$ cat config.mk
export PLATFORM = sky130hd
export DESIGN_NAME = acc_fp52_drain
export DESIGN_NICKNAME = d
export VERILOG_FILES = /design/src/rtl/acc_fp52_drain.sv
export SDC_FILE = /design/constraint.sdc
export NUM_CORES = 1
export LEC_CHECK = 0
export CORE_UTILIZATION = 44
export CTS_CLUSTER_DIAMETER = 120
export DETAILED_ROUTE_END_ITERATION = 7
export PLACE_DENSITY_LB_ADDON = 0.15
export RECOVER_POWER = 100
export SKIP_LAST_GASP = 1
export SLEW_MARGIN = 10
export SYNTH_ARGS = -nofsm -noshare
export SYNTH_HDL_FRONTEND = slang
export SYNTH_SLANG_ARGS = --single-unit
$ cat constraint.sdc
create_clock -name clk -period 8.8 [get_ports clk]
set_clock_uncertainty 0.1 [all_clocks]
set_input_delay 1.76 -clock clk [delete_from_list [all_inputs] [get_ports clk]]
set_output_delay 1.76 -clock clk [all_outputs]
set_load 0.01 [all_outputs]
$ cat src/rtl/acc_fp52_drain.sv
// Burst accumulator behind the fp(2,5) fused multiplier: sums signed beats and emits one wide sum per burst.
// Optional ACC_SAT_EN clamps the accumulator on overflow instead of wrapping.
module acc_fp52_drain #(
  parameter int IN_W    = 20,
  parameter int ACC_W   = 32,
  parameter int CNT_W   = 8,
  parameter int MAX_LEN = 255
) (
  input  logic             clk,
  input  logic             rst,
  input  logic             in_vld,
  output logic             in_rdy,
  input  logic [IN_W-1:0]  in_dat,
  input  logic             in_last,
  output logic             out_vld,
  input  logic             out_rdy,
  output logic [ACC_W-1:0] out_dat,
  output logic [CNT_W-1:0] out_cnt,
  output logic             out_ovf
);

  typedef enum logic {IDLE, ACC} state_t;

  state_t             state_q, state_d;
  logic [ACC_W-1:0]   acc_q, acc_d, out_dat_q, out_dat_d;
  logic [CNT_W-1:0]   cnt_q, cnt_d, out_cnt_q, out_cnt_d;
  logic               ovf_q, ovf_d, out_vld_q, out_vld_d, out_ovf_q, out_ovf_d;
  logic [ACC_W-1:0]   acc_base, dat_ext, sum, acc_nxt;
  logic [CNT_W-1:0]   cnt_nxt;
  logic               add_ovf, ovf_nxt, accept, take, closing;

  always_comb begin
    in_rdy   = !out_vld_q | out_rdy;
    accept   = in_vld & in_rdy;
    take     = out_vld_q & out_rdy;
    acc_base = (state_q == IDLE) ? '0 : acc_q;
    dat_ext  = {{(ACC_W-IN_W){in_dat[IN_W-1]}}, in_dat};
    sum      = acc_base + dat_ext;
    // Signed overflow: like-signed operands producing a result of the other sign.
    add_ovf  = (acc_base[ACC_W-1] == dat_ext[ACC_W-1]) && (sum[ACC_W-1] != acc_base[ACC_W-1]);
`ifdef ACC_SAT_EN
    if (add_ovf)
      acc_nxt = dat_ext[ACC_W-1] ? {1'b1, {(ACC_W-1){1'b0}}} : {1'b0, {(ACC_W-1){1'b1}}};
    else
      acc_nxt = sum;
`else
    acc_nxt  = sum;
`endif
    cnt_nxt  = ((state_q == IDLE) ? '0 : cnt_q) + CNT_W'(1);
    ovf_nxt  = ((state_q == ACC) & ovf_q) | add_ovf;
    closing  = in_last | (cnt_nxt == CNT_W'(MAX_LEN));
  end

  always_comb begin
    state_d   = state_q;
    acc_d     = acc_q;
    cnt_d     = cnt_q;
    ovf_d     = ovf_q;
    out_vld_d = out_vld_q;
    out_dat_d = out_dat_q;
    out_cnt_d = out_cnt_q;
    out_ovf_d = out_ovf_q;
    if (accept) begin
      if (closing) begin
        // A close in the same cycle as a take reloads the output, so out_vld never dips.
        state_d   = IDLE;
        acc_d     = '0;
        cnt_d     = '0;
        ovf_d     = 1'b0;
        out_vld_d = 1'b1;
        out_dat_d = acc_nxt;
        out_cnt_d = cnt_nxt;
        out_ovf_d = ovf_nxt;
      end else begin
        state_d = ACC;
        acc_d   = acc_nxt;
        cnt_d   = cnt_nxt;
        ovf_d   = ovf_nxt;
      end
    end
    if (take && !(accept && closing)) out_vld_d = 1'b0;
  end

  always_ff @(posedge clk or posedge rst) begin
    if (rst) begin
      state_q   <= IDLE;
      acc_q     <= '0;
      cnt_q     <= '0;
      ovf_q     <= 1'b0;
      out_vld_q <= 1'b0;
      out_dat_q <= '0;
      out_cnt_q <= '0;
      out_ovf_q <= 1'b0;
    end else begin
      state_q   <= state_d;
      acc_q     <= acc_d;
      cnt_q     <= cnt_d;
      ovf_q     <= ovf_d;
      out_vld_q <= out_vld_d;
      out_dat_q <= out_dat_d;
      out_cnt_q <= out_cnt_d;
      out_ovf_q <= out_ovf_d;
    end
  end

  assign out_vld = out_vld_q;
  assign out_dat = out_dat_q;
  assign out_cnt = out_cnt_q;
  assign out_ovf = out_ovf_q;

endmodule

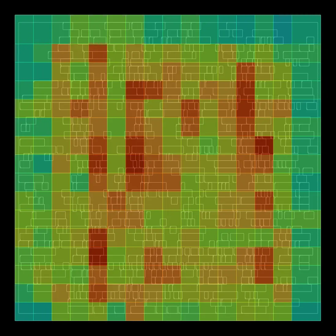
(routing congestion)
post-layout util: 0.537
GRT Util Overall: 0.230

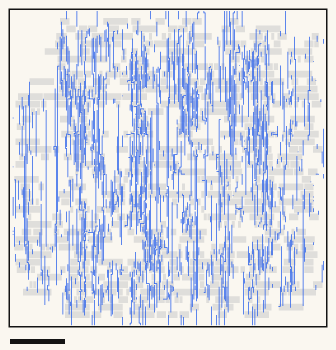
(signal wires on met2)
Bar = 20 um.
wire length on this layer	6630 um
main direction	vertical
share of all routed wire	48%
longest straight run	52.7 um
nets with wire on the layer	590

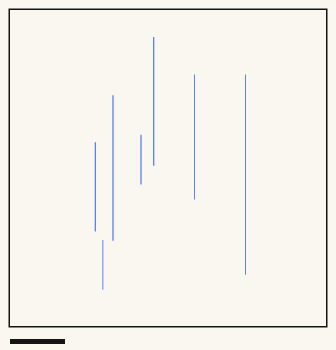
(metal 4)
Bar = 20 um.
main direction	vertical
nets with wire on the layer	5
share of all routed wire	2.1%
wire length on this layer	283 um

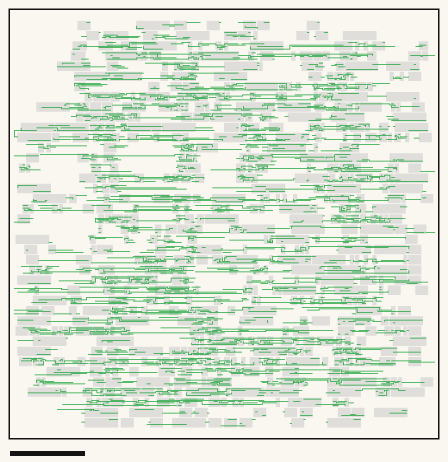
(signal wires on met1)
Bar = 20 um.
share of all routed wire	47%
longest straight run	40.9 um
nets with wire on the layer	679
main direction	horizontal

==> changes_impl.md <==
### Metrics

* Synth warnings at 0
* Min-delay src: out_cnt[4]
* Rows at roughly 40
* Final Cycle Share at 0.605
* Crit Path Class: reg2reg
* Clk root buf: clkbuf_16
* Top cells by area: dfrtp_1, nand2_1, ha_1
* Yosys cell count at roughly 620
* Yosys stat area at roughly 5500 um2
* Pin count of the biggest net entering global routing at ~85
* Count of final setup violators at 0
* Chip area at ~13000 um2
* Fp_density at 0.456
* Post_cts resized at 0
* End point of the worst hold path: out_cnt[4]
* FMAX at 188 MHz
* RSZ-0062 raised after global routing: no
* Clock buffer depth at 2
* Status: complete, but fails checks
* Inserted Clock Buffers at 9
* Cell Area, Synth at approximately 5500 um2
* DR pass1 iterations at 4
* # port buffers at approximately 67
* Sink Count at about 84
* Slew Limit Fails at about 130
* Placed Area at around 6300 um2
* Late-Pin Clk Latency at between 300 and 400 ps
* Drt via density at about 5.4
* Synth Seq Share at 0.379
* Hold Fails Final Rpt at 0
* Area leader share at 0.379
* Peak VDD IR at between 0.1 and 0.15 mV
* CP startpoint: state_q
* Post-synth EDFFs at 0
* Commonest Layout Cell: nand2_1
* Post-CTS Hold Fix Bufs at 0
* Post-route cell area at between 6000 and 7000 um2
* Yosys top cell by area: dfrtp_1
* Initial drt markers at 245
* Number of global-route vias before repair at between 4000 and 5000
* H-tree levels at 3
* Number of nets at floorplan at just under 700
* Crit path DRT at approximately 8900 ps
* Async SR Flop Fraction at 1.00
* Worst-case reg-to-reg path depth at 8
* Core area at roughly 12000 um2
* CTS tree: built
* RR Endpoint: out_dat[25]
* Mapped Cells at between 600 and 700
* Pre-CTS setup slack at ~3600 ps
* Failing checks: capacitance limit, slew limit
* Antenna Cells at 0
* Setup TNS at 0 ps
* Post-CTS setup repair buffer count at 0
* Total wire length at 13800 um
* Vias at 4530
* Leak at 3.01 nW
* Maxcap violations at 3
* Top cells excl fill/tap: nand2_1, dfrtp_1, o21ai_0, dlygate4sd3_1
* Fin nets at 728
* CP endpoint kind: flip-flop
* Die width at roughly 110 um
[power breakdown]
part	internal [mW]	switching (mW)	leakage (nW)
registers	0.459	0.0389	1.08
logic	0.182	0.226	1.79
clock network	0.207	0.161	0.142
[through the flow]
stage                      util  cells
after CTS                 0.542    842
after global routing      0.537    842
after detailed placement  0.518    826
final                     0.537    842
after floorplan               -    618
after global placement    0.518    826
[routing by layer]
metal | vias to the layer above | global-route usage | routed length [um] | part of all wire
met4 | 0 | 0.0918 | 282 | 0.020
li1 | 2282 | - | - | -
met5 | - | 0 | 0 | 0
met1 | 2146 | 0.296 | 6520 | 0.47
met2 | 84 | 0.392 | 6630 | 0.48
met3 | 18 | 0.0296 | 398 | 0.029
[worst max-delay path, stage by stage (launching register included)]
cell and delay [ps]:
dfrtp_1 320, clkbuf_1 1440, and2_0 400, ha_1 340
xnor2_1 90, nor4_1 420, a21oi_1 370, nor2_1 1270
mux2_2 430
[registers in the layout, summed over array words and instances (netlist names)]
| name | flops |
|---|---|
| out_vld | 1 |
| out_dat | 32 |
| state_q | 1 |
| acc_q | 32 |
| cnt_q | 8 |
| out_ovf | 1 |
| out_cnt | 8 |
| ovf_q | 1 |
[cells by family after synthesis]
logic type / Yosys count / synth area share
buffers and inverters: 45 / 0.0388
adders and majority gates: 34 / 0.0780
muxes: 6 / 0.0135
AOI/OAI and AO/OA: 176 / 0.216
DFF: 84 / 0.379
and+or+nand+nor: 235 / 0.211
xor gates and xnor gates: 38 / 0.0638
[layout make-up]
| cell class | instances | area (um2) |
|---|---|---|
| Tap cell | 168 | 210 |
| Clock buffer | 11 | 253 |
| Inverter | 14 | 53.8 |
| Clock inverter | 5 | 35.0 |
| Timing Repair Buffer | 71 | 693 |
| Sequential cell | 84 | 2100 |
| Fill cell | 1139 | 5630 |
| Multi-Input combinational cell | 489 | 3180 |
No activity file was given, so power comes from the tool's default toggle rates.
